Figure 1. Metal layers overlaid.
Drawn at 4 px/micron. Two of the layers only.
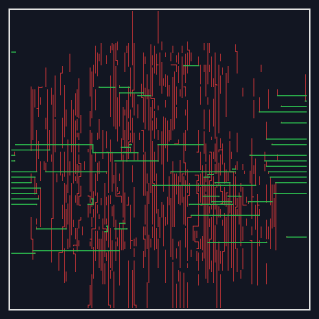
Figure 2. Placement view.
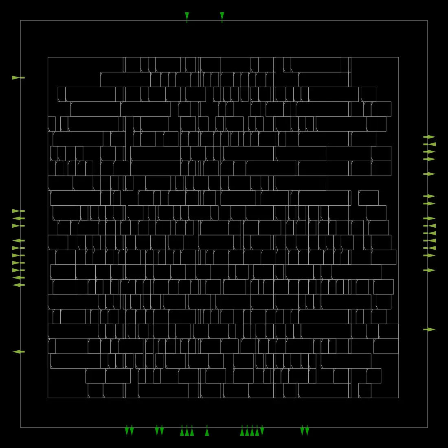
Figure 3. Nets reached from selected ports.
Drawn at 4 px/micron.
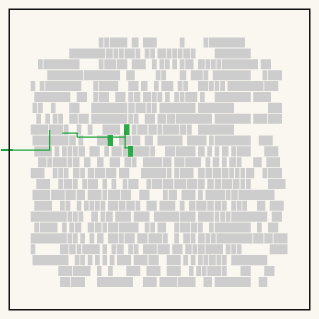
### config.mk
export PLATFORM = sky130hd
export DESIGN_NAME = egg_timer_countdown
export DESIGN_NICKNAME = d
export VERILOG_FILES = /design/src/rtl/egg_timer_pkg.sv /design/src/rtl/bcd_down_digit.sv /design/src/rtl/egg_timer_countdown.sv
export SDC_FILE = /design/constraint.sdc
export NUM_CORES = 1
export LEC_CHECK = 0
export ABC_AREA = 1
export CAP_MARGIN = 15
export CORE_MARGIN = 5
export CORE_UTILIZATION = 50
export CTS_BUF_LIST = sky130_fd_sc_hd__clkbuf_4 sky130_fd_sc_hd__clkbuf_8 sky130_fd_sc_hd__clkbuf_16
export DETAILED_ROUTE_END_ITERATION = 7
export HOLD_SLACK_MARGIN = 0.02
export PLACE_DENSITY = 0.76
export SKIP_CTS_REPAIR_TIMING = 1
export SLEW_MARGIN = 20
export SYNTH_ARGS = -nofsm -noshare
export SYNTH_HDL_FRONTEND = slang
export SYNTH_SLANG_ARGS = --single-unit
export TNS_END_PERCENT = 5
### constraint.sdc
create_clock -name clk -period 1.65 [get_ports clk]
set_input_delay 0.2475 -clock clk [delete_from_list [all_inputs] [get_ports clk]]
set_output_delay 0.2475 -clock clk [all_outputs]
set_load 0.02 [all_outputs]
### src/rtl/egg_timer_pkg.sv
// -----------------------------------------------------------------------------
// egg_timer_pkg
// Shared types and constants for the egg timer countdown core.
//   state_t      : mode state machine encoding (PAUSED only reachable when
//                  EGG_TIMER_PAUSE_EN is defined)
//   bcd_t        : one BCD digit
//   SEC_TENS_MAX : largest legal seconds-tens digit
//   DIGIT_MAX    : largest legal BCD digit
//   clamp_digit  : saturates a digit to a given maximum
// -----------------------------------------------------------------------------
package egg_timer_pkg;

   typedef enum logic [2:0] {
      INIT,
      SETTING,
      RUNNING,
      DONE,
      PAUSED
   } state_t;

   typedef logic [3:0] bcd_t;

   localparam bcd_t SEC_TENS_MAX = 4'd5;
   localparam bcd_t DIGIT_MAX    = 4'd9;

   function automatic bcd_t clamp_digit(input bcd_t d, input bcd_t max);
      return (d > max) ? max : d;
   endfunction

endpackage

### src/rtl/bcd_down_digit.sv
// -----------------------------------------------------------------------------
// bcd_down_digit
// One BCD down-counting digit with synchronous load. Chains into the next
// more significant digit through o_borrow.
//   clk, rst    : clock, asynchronous active-high reset (digit -> 0)
//   i_load      : load i_load_val (has priority over i_dec)
//   i_load_val  : value to load
//   i_dec       : decrement by one; 0 wraps to MAX
//   o_digit     : current digit value
//   o_borrow    : decrement requested while digit is 0 (combinational)
// Parameter MAX: value the digit wraps to on underflow.
// -----------------------------------------------------------------------------
module bcd_down_digit
   import egg_timer_pkg::*;
#(
   parameter bcd_t MAX = DIGIT_MAX
) (
   input  logic clk,
   input  logic rst,
   input  logic i_load,
   input  bcd_t i_load_val,
   input  logic i_dec,
   output bcd_t o_digit,
   output logic o_borrow
);

   bcd_t r_digit;

   always_ff @(posedge clk or posedge rst) begin
      if (rst) begin
         r_digit <= '0;
      end else if (i_load) begin
         r_digit <= i_load_val;
      end else if (i_dec) begin
         r_digit <= (r_digit == '0) ? MAX : (r_digit - 4'd1);
      end
   end

   assign o_borrow = i_dec && (r_digit == '0);
   assign o_digit  = r_digit;

endmodule

### src/rtl/egg_timer_countdown.sv
// -----------------------------------------------------------------------------
// egg_timer_countdown
// Mode sequencing and MM:SS countdown core of the egg timer.
//   clk, rst             : clock, asynchronous active-high reset
//   tick                 : 1 Hz one-clk pulse
//   setPress/startPress/cancelPress : debounced one-clk button pulses
//   setting0..setting3   : BCD setting digits (sec units, sec tens,
//                          min units, min tens)
//   running0..running3   : current countdown digits, same order
//   isInit/isSetting/isRunning/isDone : registered one-hot state flags
//   isPaused             : pause indicator (tied 0 without pause support)
//   alarm                : buzzer enable, asserted in DONE
// Parameter ALARM_TICKS (1..255): ticks spent in DONE before returning to INIT.
// Build option: define EGG_TIMER_PAUSE_EN to add the PAUSED state.
// -----------------------------------------------------------------------------
module egg_timer_countdown
   import egg_timer_pkg::*;
#(
   parameter int unsigned ALARM_TICKS = 10
) (
   input  logic       clk,
   input  logic       rst,
   input  logic       tick,
   input  logic       setPress,
   input  logic       startPress,
   input  logic       cancelPress,
   input  logic [3:0] setting0,
   input  logic [3:0] setting1,
   input  logic [3:0] setting2,
   input  logic [3:0] setting3,
   output logic [3:0] running0,
   output logic [3:0] running1,
   output logic [3:0] running2,
   output logic [3:0] running3,
   output logic       isInit,
   output logic       isSetting,
   output logic       isRunning,
   output logic       isDone,
   output logic       isPaused,
   output logic       alarm
);

   localparam logic [7:0] ALARM_LAST = 8'(ALARM_TICKS - 1);

   state_t     r_state;
   logic [7:0] r_acnt;
   logic       r_isInit;
   logic       r_isSetting;
   logic       r_isRunning;
   logic       r_isDone;
   logic       r_alarm;

   state_t w_next;
   logic   w_load;
   logic   w_load_zero;
   logic   w_dec;
   logic   w_acnt_inc;
   bcd_t   w_clamp [4];
   bcd_t   w_load_val [4];
   bcd_t   w_digit [4];
   logic   w_borrow [4];
   logic   w_set_zero;
   logic   w_run_nonzero;
   logic   w_run_one;
   logic   w_any_press;
   logic   w_acnt_last;

   assign w_clamp[0] = clamp_digit(setting0, DIGIT_MAX);
   assign w_clamp[1] = clamp_digit(setting1, SEC_TENS_MAX);
   assign w_clamp[2] = clamp_digit(setting2, DIGIT_MAX);
   assign w_clamp[3] = clamp_digit(setting3, DIGIT_MAX);

   assign w_set_zero    = (w_clamp[0] == '0) && (w_clamp[1] == '0) &&
                          (w_clamp[2] == '0) && (w_clamp[3] == '0);
   assign w_run_nonzero = (w_digit[0] != '0) || (w_digit[1] != '0) ||
                          (w_digit[2] != '0) || (w_digit[3] != '0);
   // 00:01 is the only value a single tick turns into 00:00
   assign w_run_one     = (w_digit[0] == 4'd1) && (w_digit[1] == '0) &&
                          (w_digit[2] == '0) && (w_digit[3] == '0);
   assign w_any_press   = setPress || startPress || cancelPress;
   assign w_acnt_last   = (r_acnt == ALARM_LAST);

   // Next-state and datapath control; cancel > start > set > tick
   always_comb begin
      w_next      = r_state;
      w_load      = 1'b0;
      w_load_zero = 1'b0;
      w_dec       = 1'b0;
      w_acnt_inc  = 1'b0;
      case (r_state)
         INIT: begin
            if (setPress && !cancelPress) begin
               w_next = SETTING;
            end
         end
         SETTING: begin
            if (cancelPress) begin
               w_next = INIT;
            end else if (startPress && !w_set_zero) begin
               w_load = 1'b1;
               w_next = RUNNING;
            end
         end
         RUNNING: begin
            if (cancelPress) begin
               w_load      = 1'b1;
               w_load_zero = 1'b1;
               w_next      = INIT;
`ifdef EGG_TIMER_PAUSE_EN
            end else if (startPress) begin
               w_next = PAUSED;
`endif
            end else if (tick && w_run_nonzero) begin
               w_dec = 1'b1;
               if (w_run_one) begin
                  w_next = DONE;
               end
            end
         end
         DONE: begin
            if (w_any_press) begin
               w_next = INIT;
            end else if (tick) begin
               if (w_acnt_last) begin
                  w_next = INIT;
               end else begin
                  w_acnt_inc = 1'b1;
               end
            end
         end
`ifdef EGG_TIMER_PAUSE_EN
         PAUSED: begin
            if (cancelPress) begin
               w_load      = 1'b1;
               w_load_zero = 1'b1;
               w_next      = INIT;
            end else if (startPress) begin
               w_next = RUNNING;
            end
         end
`endif
         default: begin
            w_next = INIT;
         end
      endcase
   end

   always_comb begin
      for (int unsigned i = 0; i < 4; i++) begin
         w_load_val[i] = w_load_zero ? '0 : w_clamp[i];
      end
   end

   // State register plus flags decoded from the next state, so each flag
   // lands on the same edge as the state change it reports.
   always_ff @(posedge clk or posedge rst) begin
      if (rst) begin
         r_state     <= INIT;
         r_acnt      <= '0;
         r_isInit    <= 1'b1;
         r_isSetting <= 1'b0;
         r_isRunning <= 1'b0;
         r_isDone    <= 1'b0;
         r_alarm     <= 1'b0;
      end else begin
         r_state     <= w_next;
         r_isInit    <= (w_next == INIT);
         r_isSetting <= (w_next == SETTING);
         r_isRunning <= (w_next == RUNNING) || (w_next == PAUSED);
         r_isDone    <= (w_next == DONE);
         r_alarm     <= (w_next == DONE);
         if (w_next != DONE) begin
            r_acnt <= '0;
         end else if (w_acnt_inc) begin
            r_acnt <= r_acnt + 8'd1;
         end
      end
   end

`ifdef EGG_TIMER_PAUSE_EN
   logic r_isPaused;
   always_ff @(posedge clk or posedge rst) begin
      if (rst) begin
         r_isPaused <= 1'b0;
      end else begin
         r_isPaused <= (w_next == PAUSED);
      end
   end
   assign isPaused = r_isPaused;
`else
   assign isPaused = 1'b0;
`endif

   // Borrow chain: each digit decrements when the one below underflows
   bcd_down_digit #(.MAX(DIGIT_MAX)) u_sec_units (
      .clk(clk), .rst(rst), .i_load(w_load), .i_load_val(w_load_val[0]),
      .i_dec(w_dec), .o_digit(w_digit[0]), .o_borrow(w_borrow[0])
   );
   bcd_down_digit #(.MAX(SEC_TENS_MAX)) u_sec_tens (
      .clk(clk), .rst(rst), .i_load(w_load), .i_load_val(w_load_val[1]),
      .i_dec(w_borrow[0]), .o_digit(w_digit[1]), .o_borrow(w_borrow[1])
   );
   bcd_down_digit #(.MAX(DIGIT_MAX)) u_min_units (
      .clk(clk), .rst(rst), .i_load(w_load), .i_load_val(w_load_val[2]),
      .i_dec(w_borrow[1]), .o_digit(w_digit[2]), .o_borrow(w_borrow[2])
   );
   // Top digit never underflows because decrements stop at 00:00
   bcd_down_digit #(.MAX(DIGIT_MAX)) u_min_tens (
      .clk(clk), .rst(rst), .i_load(w_load), .i_load_val(w_load_val[3]),
      .i_dec(w_borrow[2]), .o_digit(w_digit[3]), .o_borrow(w_borrow[3])
   );

   assign running0  = w_digit[0];
   assign running1  = w_digit[1];
   assign running2  = w_digit[2];
   assign running3  = w_digit[3];
   assign isInit    = r_isInit;
   assign isSetting = r_isSetting;
   assign isRunning = r_isRunning;
   assign isDone    = r_isDone;
   assign alarm     = r_alarm;

endmodule
==> results_tabular.tex <==
% Generated from flow reports
\begin{tabular}{lr}
\hline
Metric & Value \\
\hline
\multicolumn{2}{l}{\textbf{Global route}} \\
\quad Vias in the first global route & 2124 \\
\quad Busiest metal layer after global routing & met2 \\
\quad Met1 global-route usage & 0.263 \\
\multicolumn{2}{l}{\textbf{Setup path}} \\
\quad Element type at the critical path end & primary output \\
\quad Element type at the critical path start & flop \\
\quad Minimum setup slack among reg-to-reg paths & 0.05 ns \\
\quad Required time at the endpoint of the critical path & 1.40 ns \\
\multicolumn{2}{l}{\textbf{Timing}} \\
\quad Final hold viol count & 0 \\
\quad Tcrit/Tclk final & 0.974 \\
\quad Setup repair after global routing missed its margin & yes \\
\quad Final-report max-slew violation count & 0 \\
\quad Final worst-path setup slack & 0.0435 ns \\
\quad FMAX & 622 MHz \\
\multicolumn{2}{l}{\textbf{Layout}} \\
\quad Final-layout non-clock buffer area share & 0.253 \\
\quad Multi-input gates & 228 \\
\quad Most instantiated logic cells after routing & nand2\_1, inv\_1, buf\_4 \\
\quad Fraction of area in clock buffers and inverters & 0.0311 \\
\quad Combinational fraction of the cell area & 0.385 \\
\quad Combined area of the multi-input logic cells & 0.00118 sq mm \\
\multicolumn{2}{l}{\textbf{Yosys}} \\
\quad Count of instantiated cells in the yosys netlist & 309 \\
\quad Prevailing post-synth register cell & dfrtp\_1 \\
\quad Leading cell types by count after synthesis & nand2\_1, nor2\_1, inv\_1 \\
\quad Area leader share & 0.358 \\
\quad Per-instance average area after synthesis & 6.79 sq um \\
\multicolumn{2}{l}{\textbf{Placement}} \\
\quad Setup slack after placement & -0.287 ns \\
\multicolumn{2}{l}{\textbf{Floorplan}} \\
\quad Number of placement rows & 23 \\
\quad Width of the die & 74.8 microns \\
\multicolumn{2}{l}{\textbf{Outcome}} \\
\quad Result of the run & completed \\
\multicolumn{2}{l}{\textbf{Job}} \\
\quad Number of warnings in the stage logs & 28 \\
\multicolumn{2}{l}{\textbf{Routing}} \\
\quad Routed wl met2 & 2.78 mm \\
\multicolumn{2}{l}{\textbf{CTS}} \\
\quad Maximum level of the CTS H-tree & 2 \\
\multicolumn{2}{l}{\textbf{Power and ir drop}} \\
\quad Overall power after layout & 3010 uW \\
\quad Worst ir drop on vdd & 667 uV \\
\hline
\end{tabular}
Back to the opening pictures, Figure 1:
legend:
  green:
    layer: M3
    wire_length: 423 microns
  red:
    layer: M2
    wire_length: 2780 microns
via count: 2242
wire length per cell: 12.3 microns
total routing usage reported by global routing: 0.209
total wire length after detailed routing: 5.52 mm

Back to the opening pictures, Figure 2:
post-layout instance count excluding filler cells: 447
Seq area share: 0.254

Back to the opening pictures, Figure 3:
legend:
  green:
    port: `cancelPress`
    bits: 1
    direction: input
    edge: west
    end_cells: 3
    wire: 39.2 microns
# port buffers: 42
I/O pin total: 44

==> flip-flops by register name (all words and copies together), names as in the netlist <==
name                 flops
u_sec_tens.o_digit       4
u_min_tens.o_digit       4
r_acnt                   8
r_state                  3
isRunning                1
u_min_units.o_digit      4
isSetting                1
u_sec_units.o_digit      4
alarm                    1
isInit                   1
==> report_power, final <==
part / internal, uW / switching, uW
combinational: 622 / 773
sequential: 881 / 98.4
clock: 353 / 288
total: 1860 / 1160
==> critical path, delay by kind of cell, from the launching register on <==
| family | cells | cell delay, ns |
|---|---|---|
| flops | 1 | 0.34 |
| buf+inv | 2 | 0.73 |
==> kinds of logic after synthesis <==
logic type                 count (synthesis)
DFF                                       31
adders and majority gates                  2
and+or+nand+nor                          184
xor gates and xnor gates                   5
other                                      1
AOI/OAI and AO/OA                         34
buffers and inverters                     52
Power is estimated from default activity; no workload was simulated.
